### src/rtl/pipe_ctrl_unit.sv
// Pipelined control unit for KGP-RISC: ID decode, EX/MEM/WB control stage registers, hazard/forward/flush/trap logic.
// Latency: the control word is visible at EX 1 edge after ID, MEM after 2, WB after 3; pcsrc/stall/flush/fwd_* are combinational.
// Backpressure: stall holds PC and IF/ID and loads an EX bubble; flush (higher priority) squashes ID and IF.
//
// Ports:
//   clk, reset (async, active-high)    : clock and stage-register clear
//   instr, instr_valid                 : IF/ID contents; invalid or all-zero decodes as a bubble
//   branch_condition                   : EX-stage ALU comparison result
//   ex_alusrc, ex_alufunc, ex_regdest  : EX control
//   fwd_a, fwd_b                       : EX operand source (00 regfile, 01 MEM result, 10 WB result)
//   mem_read, mem_write                : MEM data-memory strobes
//   wb_regwrite, wb_memtoreg, wb_dest  : WB control
//   pcsrc, stall, flush, illegal       : PC redirect, IF/ID hold, IF/ID discard, sticky trap flag
module pipe_ctrl_unit #(
    parameter int REG_AW = 5,
    parameter int ALUF_W = 4,
    parameter int FWD_EN = 1
) (
    input  logic              clk,
    input  logic              reset,
    input  logic [31:0]       instr,
    input  logic              instr_valid,
    input  logic              branch_condition,
    output logic              ex_alusrc,
    output logic [ALUF_W-1:0] ex_alufunc,
    output logic              ex_regdest,
    output logic [1:0]        fwd_a,
    output logic [1:0]        fwd_b,
    output logic              mem_read,
    output logic              mem_write,
    output logic              wb_regwrite,
    output logic              wb_memtoreg,
    output logic [REG_AW-1:0] wb_dest,
    output logic              pcsrc,
    output logic              stall,
    output logic              flush,
    output logic              illegal
);

    // Control word carried down the pipe. rs/rt are zeroed when the
    // instruction does not read that field, and dest is zeroed when it does
    // not write, so r0 comparisons can never produce a hazard or a forward.
    typedef struct packed {
        logic              alusrc;
        logic [ALUF_W-1:0] alufunc;
        logic              regdest;
        logic              regwrite;
        logic              memtoreg;
        logic              mem_read;
        logic              mem_write;
        logic              branch;
        logic              jump;
        logic [REG_AW-1:0] dest;
        logic [REG_AW-1:0] rs;
        logic [REG_AW-1:0] rt;
    } ctrl_t;

    localparam ctrl_t CTRL_BUBBLE = '0;

    localparam logic [5:0] OP_ADDI = 6'h10;
    localparam logic [5:0] OP_SRLI = 6'h19;
    localparam logic [5:0] OP_MOVE = 6'h1A;
    localparam logic [5:0] OP_LD   = 6'h21;
    localparam logic [5:0] OP_ST   = 6'h22;
    localparam logic [5:0] OP_BLT  = 6'h30;
    localparam logic [5:0] OP_BNE  = 6'h33;
    localparam logic [5:0] OP_BR   = 6'h34;

    ctrl_t ex_q, ex_d;
    ctrl_t mem_q, mem_d;
    ctrl_t wb_q, wb_d;
    logic  illegal_q, illegal_d;

    ctrl_t id_ctrl;
    logic  id_illegal;
    logic  raw_hazard;

    // Every instruction bit is either decoded or deliberately ignored
    // (immediates, shamt); the same holds for WB fields nothing consumes.
    logic unused_bits;
    assign unused_bits = ^{instr, wb_q};

    function automatic logic reg_hit(input logic [REG_AW-1:0] dest,
                                     input logic [REG_AW-1:0] src);
        return (dest != '0) && (dest == src);
    endfunction

    // MEM result wins over WB (it is younger); a load in MEM has no result yet.
    function automatic logic [1:0] fwd_sel(input logic [REG_AW-1:0] src,
                                           input ctrl_t mem_c,
                                           input ctrl_t wb_c);
        if (mem_c.regwrite && !mem_c.mem_read && reg_hit(mem_c.dest, src)) begin
            return 2'b01;
        end else if (wb_c.regwrite && reg_hit(wb_c.dest, src)) begin
            return 2'b10;
        end
        return 2'b00;
    endfunction

    // ID decode
    always_comb begin
        logic [5:0]        op;
        logic [5:0]        func;
        logic [REG_AW-1:0] f_rs;
        logic [REG_AW-1:0] f_rt;
        logic [REG_AW-1:0] f_rd;
        logic              reads_rs;
        logic              reads_rt;

        id_ctrl    = CTRL_BUBBLE;
        id_illegal = 1'b0;
        reads_rs   = 1'b0;
        reads_rt   = 1'b0;
        op         = instr[31:26];
        func       = instr[5:0];
        f_rs       = instr[21 +: REG_AW];
        f_rt       = instr[16 +: REG_AW];
        f_rd       = instr[11 +: REG_AW];

        if (instr_valid && (instr != 32'd0)) begin
            if (op[5:4] == 2'b00) begin
                if ((func >= 6'd1) && (func <= 6'd10)) begin
                    id_ctrl.alufunc  = ALUF_W'(func - 6'd1);
                    id_ctrl.regdest  = 1'b1;
                    id_ctrl.regwrite = 1'b1;
                    reads_rs         = 1'b1;
                    reads_rt         = 1'b1;
                end else begin
                    id_illegal = 1'b1;
                end
            end else if ((op >= OP_ADDI) && (op <= OP_SRLI)) begin
                id_ctrl.alufunc  = ALUF_W'(op - OP_ADDI);
                id_ctrl.alusrc   = 1'b1;
                id_ctrl.regwrite = 1'b1;
                reads_rs         = 1'b1;
            end else if (op == OP_MOVE) begin
                id_ctrl.alusrc   = 1'b1;
                id_ctrl.regwrite = 1'b1;
                reads_rs         = 1'b1;
            end else if (op == OP_LD) begin
                id_ctrl.alusrc   = 1'b1;
                id_ctrl.mem_read = 1'b1;
                id_ctrl.regwrite = 1'b1;
                id_ctrl.memtoreg = 1'b1;
                reads_rs         = 1'b1;
            end else if (op == OP_ST) begin
                id_ctrl.alusrc    = 1'b1;
                id_ctrl.mem_write = 1'b1;
                reads_rs          = 1'b1;
                reads_rt          = 1'b1;
            end else if ((op >= OP_BLT) && (op <= OP_BNE)) begin
                id_ctrl.branch = 1'b1;
                reads_rs       = 1'b1;
                reads_rt       = 1'b1;
            end else if (op == OP_BR) begin
                id_ctrl.jump = 1'b1;
                reads_rs     = 1'b1;
            end else begin
                id_illegal = 1'b1;
            end
        end

        if (id_ctrl.regwrite) begin
            id_ctrl.dest = id_ctrl.regdest ? f_rd : f_rt;
        end
        id_ctrl.rs = reads_rs ? f_rs : '0;
        id_ctrl.rt = reads_rt ? f_rt : '0;
    end

    // Hazards, redirect and forwarding selects
    always_comb begin
        logic id_uses_ex;
        logic id_uses_mem;

        id_uses_ex  = reg_hit(ex_q.dest, id_ctrl.rs) || reg_hit(ex_q.dest, id_ctrl.rt);
        id_uses_mem = reg_hit(mem_q.dest, id_ctrl.rs) || reg_hit(mem_q.dest, id_ctrl.rt);

        if (FWD_EN != 0) begin
            raw_hazard = ex_q.mem_read && id_uses_ex;
        end else begin
            raw_hazard = (ex_q.regwrite && id_uses_ex) || (mem_q.regwrite && id_uses_mem);
        end

        pcsrc = ex_q.jump || (ex_q.branch && branch_condition);
        flush = pcsrc;
        // The ID instruction is wrong-path when redirecting, so its hazard is moot.
        stall = raw_hazard && !pcsrc;

        fwd_a = 2'b00;
        fwd_b = 2'b00;
        if (FWD_EN != 0) begin
            fwd_a = fwd_sel(ex_q.rs, mem_q, wb_q);
            fwd_b = fwd_sel(ex_q.rt, mem_q, wb_q);
        end
    end

    // Next-state for stage registers
    always_comb begin
        ex_d      = (pcsrc || stall) ? CTRL_BUBBLE : id_ctrl;
        mem_d     = ex_q;
        wb_d      = mem_q;
        // A wrong-path opcode being squashed must not raise the trap.
        illegal_d = illegal_q || (id_illegal && !pcsrc);
    end

    always_ff @(posedge clk or posedge reset) begin
        if (reset) begin
            ex_q      <= CTRL_BUBBLE;
            mem_q     <= CTRL_BUBBLE;
            wb_q      <= CTRL_BUBBLE;
            illegal_q <= 1'b0;
        end else begin
            ex_q      <= ex_d;
            mem_q     <= mem_d;
            wb_q      <= wb_d;
            illegal_q <= illegal_d;
        end
    end

    assign ex_alusrc   = ex_q.alusrc;
    assign ex_alufunc  = ex_q.alufunc;
    assign ex_regdest  = ex_q.regdest;
    assign mem_read    = mem_q.mem_read;
    assign mem_write   = mem_q.mem_write;
    assign wb_regwrite = wb_q.regwrite;
    assign wb_memtoreg = wb_q.memtoreg;
    assign wb_dest     = wb_q.dest;
    assign illegal     = illegal_q;

endmodule

### config.mk
export PLATFORM = sky130hd
export DESIGN_NAME = pipe_ctrl_unit
export DESIGN_NICKNAME = d
export VERILOG_FILES = /design/src/rtl/pipe_ctrl_unit.sv
export SDC_FILE = /design/constraint.sdc
export NUM_CORES = 1
export LEC_CHECK = 0
export CORE_MARGIN = 8
export CORE_UTILIZATION = 52
export CTS_CLUSTER_DIAMETER = 30
export DETAILED_ROUTE_END_ITERATION = 16
export HOLD_SLACK_MARGIN = 0.05
export PLACE_DENSITY_LB_ADDON = 0.1
export SYNTH_ARGS = -nofsm -noshare
export SYNTH_HDL_FRONTEND = slang
export SYNTH_SLANG_ARGS = --single-unit
### constraint.sdc
create_clock -name clk -period 7.55 [get_ports clk]
set_clock_uncertainty 0.15 [all_clocks]
set_input_delay 1.51 -clock clk [delete_from_list [all_inputs] [get_ports clk]]
set_output_delay 1.51 -clock clk [all_outputs]
set_load 0.05 [all_outputs]
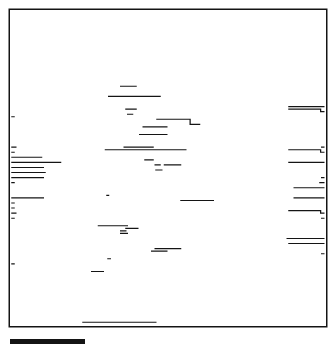
Run 1: M3 wires
The bar under the picture is 20 um long.
main direction: horizontal
nets with wire on the layer: 48

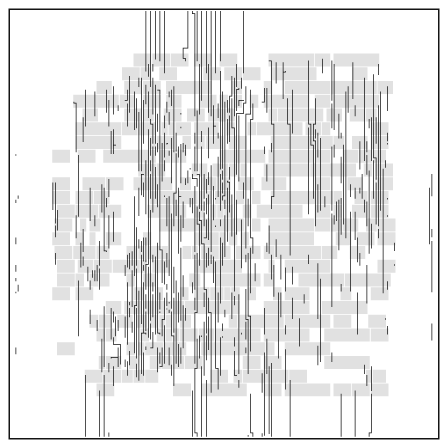
Run 1: metal 2
share of all routed wire: 49%
wire length on this layer: 2880 um
main direction: vertical
longest straight run: 32.3 um
nets with wire on the layer: 267
met2 Use GR: 27.3%
WL final: 5.83 mm
Vias: 2017

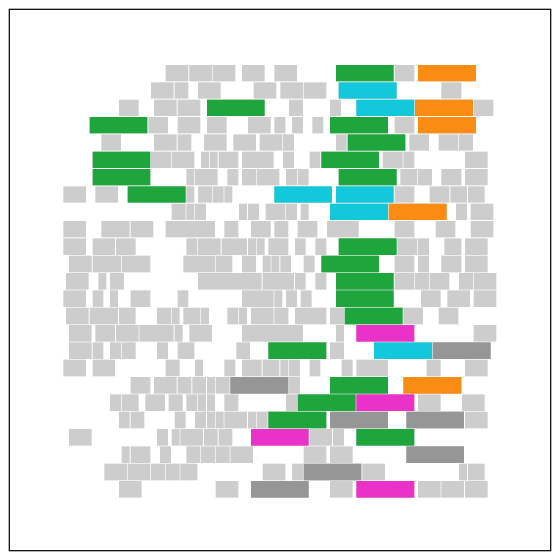
Run 1: sequential cells colored by netlist name
Other sequential cells in the stronger gray, the rest of the logic in the fainter gray.
| color | signal | flops |
|---|---|---|
| orange | wb_dest | 5 |
| green | ex_q | 20 |
| magenta | ex_alufunc | 4 |
| cyan | mem_q | 6 |
not colored: 7

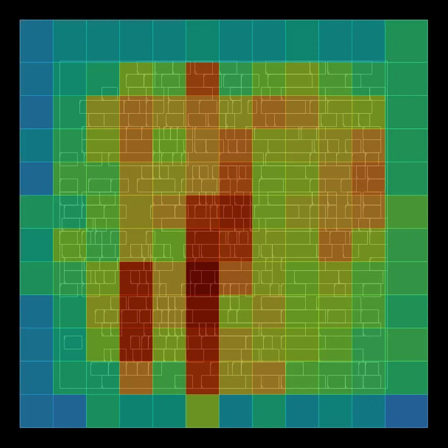
Run 1: congestion heat map
utilization after layout: 66.5%
M3 GR Usage: 3.02%
GRT Total Usage: 16.5%
grt met1 use: 21.1%
wire length per cell: 16.7 um

==> impl_metrics.csv, run 1 <==
group,metric,value,unit
outcome,run_status,"complete, no violations",
sta,worst_pin_slew,1.23,ns
yosys,ys_sh_aoi,11.9,%
power,fin_total_pwr,0.000473,W
grt,overflow,0,
finish,dominant_cells,"logic gates",
setup_path,r2r_slack,4.69,ns
finish,inv_count,7,
sta,setup_violations,0,
power,power_leakage,1.33,nW
min_path,hold_path_end,"mem_write",
yosys,yosysWarningCount,0,
setup_path,r2r_start,"ex_q[11]",
floorplanning,ios,59,
finish,final_cell_area,3080,um^2
yosys,ys_seq_share,42.8,%
grt,top_usage_layer,"met2",
clock_tree,cts_buffer_depth,2,
finish,diodes,0,
grt,grt_max_degree,43,
flow_run,tool_warnings,29,
clock_tree,cts-resized-gates,0,
clock_tree,cts_root_buf,"clkbuf_8",
finish,logic_gate_count,179,
yosys,synth.area.mux_share,2.45,%
setup_path,cp-end-kind,"primary output",
finish,seq_area_share,34.2,%
place,finalWeightedCongestion,0.936,
yosys,floorplan.nets,283,
floorplanning,rows,25,
setup_path,rr_worst_depth,5,
routing,dr.pass1.iters,6,
grt,grt_pass1_wl,9.66,mm
routing,drt_drc_violations_left,0,
finish,logic_area,1260,um^2
sta,rsz0062_at_grt,"false",
clock_tree,cts_buffers,5,
floorplanning,core,4630,um^2
yosys,synth_cells,243,
floorplanning,chipWidth,84.7,um
sta,whs,0.206,ns
[run 1: registers in the layout, indices dropped and copies added (netlist names)]
signal,cells
ex_q,20
mem_q,6
wb_dest,5
ex_alufunc,4
ex_alusrc,1
ex_regdest,1
illegal,1
mem_read,1
mem_write,1
wb_memtoreg,1
wb_regwrite,1
[run 1: critical path, stage by stage]
cell and delay [ns]:
clkdlybuf4s50_1 0.55, or2_1 0.34, or4b_4 0.52, o31ai_4 0.41, o31ai_1 0.19, a2111o_1 0.44, a21oi_1 0.18, clkdlybuf4s50_1 0.84
[run 1: stage by stage]
step	utilization, %	cells	setup WS (ns)
floorplan	-	243	1.79
global placement	64.8	341	1.01
detailed placement	64.8	341	0.956
CTS	66.5	348	0.953
global route	66.5	348	0.810
finish	66.5	348	0.923
[run 1: cell usage after synthesis, drive strengths merged, types with 3 or more instances]
library cell / n / area, um^2
nand3: 13 / 70.1
nor3: 21 / 105
mux2i: 6 / 60.1
inv: 7 / 26.3
ha: 4 / 50.1
or4: 4 / 30.0
nand2: 11 / 41.3
a21oi: 8 / 40.0
dfrtp: 42 / 1050
or4b: 3 / 37.5
nor2: 13 / 48.8
buf: 10 / 93.8
o22ai: 4 / 25.0
clkbuf: 5 / 18.8
nand4: 6 / 37.5
nor4b: 6 / 52.6
xnor2: 12 / 105
nor4: 11 / 68.8
nor2b: 6 / 37.5
xor2: 16 / 140
o21ai: 7 / 35.0
[run 1: power breakdown]
part / switching (W) / internal, W
combinational: 0.0000549 / 0.0000446
clock: 0.0000701 / 0.0000620
sequential: 0.00000873 / 0.000233
[run 1: per-layer routing]
metal  share of wire [%]  routed length, um
met5                   0                  0
met4                 1.2                 70
met3                 5.1                296
met2                  49               2880
met1                  44               2580
## Run 2: what changed since run 1
CORE_UTILIZATION = 50   (was 52)
clock period = 6.2 ns   (was 7.55 ns; I/O delays follow)
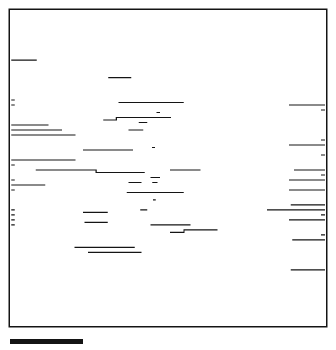
Run 2: M3 wires
The bar under the picture is 20 um long.
wire length on this layer: 374 um
share of all routed wire: 6.4%
Vias: 2018
M3 GR Usage: 4.20%

==> run 2 against run 1 <==
Sequential cell count unchanged. Non-clock buffer count stayed put. Via count barely moved. Die area grew 3.2%. Synthesized cell count is the same. Design area up 0.45%. Wire length up 0.57%. Register-to-register slack worse by 1.4 ns. First-iteration DRC count fell by 8.0%. Critical path depth stayed put. Largest power group unchanged.
==> impl_metrics.csv, run 2 <==
group,metric,value,unit
power,p_seq,0.000294,W
outcome,run_status,"complete, no violations",
power,maxPowerGroup,"sequential cells",
yosys,yosysTopAreaCell,"dfrtp_1",
floorplanning,ios,59,
setup_path,cp-end-kind,"primary output",
setup_path,r2r_slack,3.34,ns
sta,rsz0062_at_grt,"false",
power,clkPwrFrac,27.9,%
floorplanning,chipWidth,86.1,um
place,pre_cts_ws,0.822,ns
yosys,floorplan.nets,283,
sta,setup_ws,0.785,ns
power,pg_comb,0.000122,W
grt,grt_pass1_wl,9.74,mm
sta,setup_violations,0,
power,switching_power,0.000163,W
floorplanning,rows,25,
yosys,most_common_cell,"dfrtp_1",
sta,worst_pin_slew,1.23,ns
place,finalWeightedCongestion,0.917,
==> run 2: cell count changes in the layout (fill, tap and decap cells not counted) <==
cell	delta
buf_4	+1
clkdlybuf4s50_1	-1
==> run 2: area by class of cell <==
cell class                 count  area [um^2]  area share [%]
tap                           67         83.8            2.71
clock inverter                 2         10.0           0.324
clock buffer                   5         68.8            2.23
sequential                    42         1050            34.0
timing repair buffer          59          586            18.9
inverter                       7         26.3           0.850
multi-input combinational    179         1260            40.9
==> run 2: stage by stage <==
stage	cells	area, um^2	utilization [%]	total power [W]	hold slack, ns
floorplan	243	2450	-	0.000370	0.181
global placement	354	3010	63.8	0.000419	0.183
detailed placement	354	3010	63.8	0.000421	0.186
CTS	361	3090	65.4	0.000579	0.202
global route	361	3090	65.4	0.000606	0.204
finish	361	3090	65.4	0.000576	0.200
==> run 2: how the worst max path moves through the flow <==
stage,start,end,slack (ns),cells past startpoint
after global placement,instr[2],stall,0.81,8
after global routing,instr[27],stall,0.67,8
after detailed placement,instr[27],stall,0.82,8
final,instr[2],stall,0.79,8
after floorplan,instr[27],stall,0.98,7
after CTS,instr[2],stall,0.81,8
==> run 2: critical path: stages <==
cell and delay (ns):
clkdlybuf4s50_1 0.48, or4b_1 0.59, o221ai_2 0.22, nand3_2 0.14, or4b_4 0.57, a221o_1 0.41, a21oi_1 0.15, buf_4 0.22
==> run 2: routing by layer <==
metal | up-vias | GRT usage (%) | part of all wire [%]
met5 | - | 0 | 0
met4 | 0 | 6.05 | 1.5
met3 | 9 | 4.20 | 6.4
met2 | 68 | 26.0 | 48
met1 | 950 | 21.1 | 44
li1 | 991 | - | -
## Run 3: what changed since run 2
SETUP_SLACK_MARGIN = 0.05   (was unset)
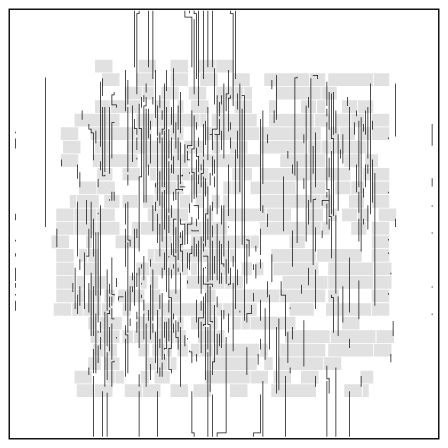
Run 3: metal 2
longest straight run: 45.2 um
wire length on this layer: 2830 um
main direction: vertical
nets with wire on the layer: 279

==> run 3 against run 2 <==
Synthesized cell count unchanged. Sequential share of layout area stayed put. Hold slack unchanged. Clock-buffer cell count did not move. Wire length unchanged. Register-to-register slack hardly changed. First-iteration DRC count stayed put. Critical path type unchanged. Largest cell class unchanged.
==> impl_metrics.csv, run 3 <==
group,metric,value,unit
outcome,run_status,"complete, no violations",
sta,setup_ws,0.785,ns
routing,drt_drc_violations_left,0,
routing,vias,2018,
setup_path,r2r_start,"ex_q[11]",
place,placed_area,3010,um^2
clock_tree,cts_buffers,5,
power,seqPwrFrac,51.0,%
grt,grt_max_degree,43,
setup_path,critPathLaunch,"instr[2]",
clock_tree,cts_root_buf,"clkbuf_8",
power,fin_total_pwr,0.000576,W
power,switching_power,0.000163,W
floorplanning,ios,59,
place,finalWeightedCongestion,0.917,
clock_tree,cts-resized-gates,0,
setup_path,cp-end-kind,"primary output",
yosys,synth_cells,243,
setup_path,max_stage_delay,0.59,ns
flow_run,tool_warnings,29,
yosys,floorplan.nets,283,
clock_tree,cts_buffer_depth,2,
power,powerClk,0.000161,W
finish,diodes,0,
place,pre_cts_ws,0.822,ns
finish,final_cell_area,3090,um^2
power,p_seq,0.000294,W
power,power_leakage,1.33,nW
yosys,ys_seq_share,42.8,%
yosys,most_common_cell,"dfrtp_1",
sta,worst_pin_slew,1.23,ns
power,pg_comb,0.000122,W
floorplanning,chipWidth,86.1,um
routing,drt-total-wl,5.86,mm
power,internal-power,0.000413,W
yosys,yosysTopAreaCell,"dfrtp_1",
routing,dr.pass1.iters,4,
finish,largest_reg_flops,20,
yosys,synthTopCellsByCount,"dfrtp_1 (42), nor3_1 (21), xor2_1 (16)",
finish,final_cells,361,
grt,grt_pass1_wl,9.74,mm
yosys,yosysWarningCount,0,
sta,setup_violations,0,
run 3: logic make-up (layout without fill, tap and decap cells):
| family | count (synthesis) | in the layout | share of synthesized area (%) |
|---|---|---|---|
| AOI/OAI and AO/OA | 35 | 35 | 11.9 |
| xor gates and xnor gates | 28 | 28 | 9.99 |
| DFF | 42 | 42 | 42.8 |
| and+or+nand+nor | 106 | 106 | 25.1 |
| buffers and inverters | 22 | 73 | 5.66 |
| muxes | 6 | 6 | 2.45 |
| adders and majority gates | 4 | 4 | 2.04 |
run 3: worst max-delay path: cells and delay by family:
family          cells  cell delay, ns
compound gates      3            0.78
buf+inv             2            0.70
simple gates        3            1.30
run 3: worst paths after layout:
path	to	slack, ns	cells past startpoint
min	mem_write	0.20	0
min reg2reg	mem_write	0.20	0
max in group asynchronous	ex_q[10]	4.34	3
max reg2reg	ex_alufunc[1]	3.34	5
min in group asynchronous	ex_alufunc[1]	1.21	3
max	stall	0.79	8
run 3: per-layer routing:
metal  part of all wire (%)  wire, um  GRT usage, %
met3                    6.4       373          4.20
met2                     48      2830          26.0
met5                      0         0             0
met4                    1.5        88          6.05
met1                     44      2570          21.1
run 3: cell type report:
class / count / area (um^2) / share of cell area (%)
inverters: 7 / 26.3 / 0.850
multi-input cells: 179 / 1260 / 40.9
well taps: 67 / 83.8 / 2.71
repair buffers: 59 / 586 / 18.9
clock inverters: 2 / 10.0 / 0.324
clock buffers: 5 / 68.8 / 2.23
flip-flops and latches: 42 / 1050 / 34.0
Power and IR drop assume default switching activity.
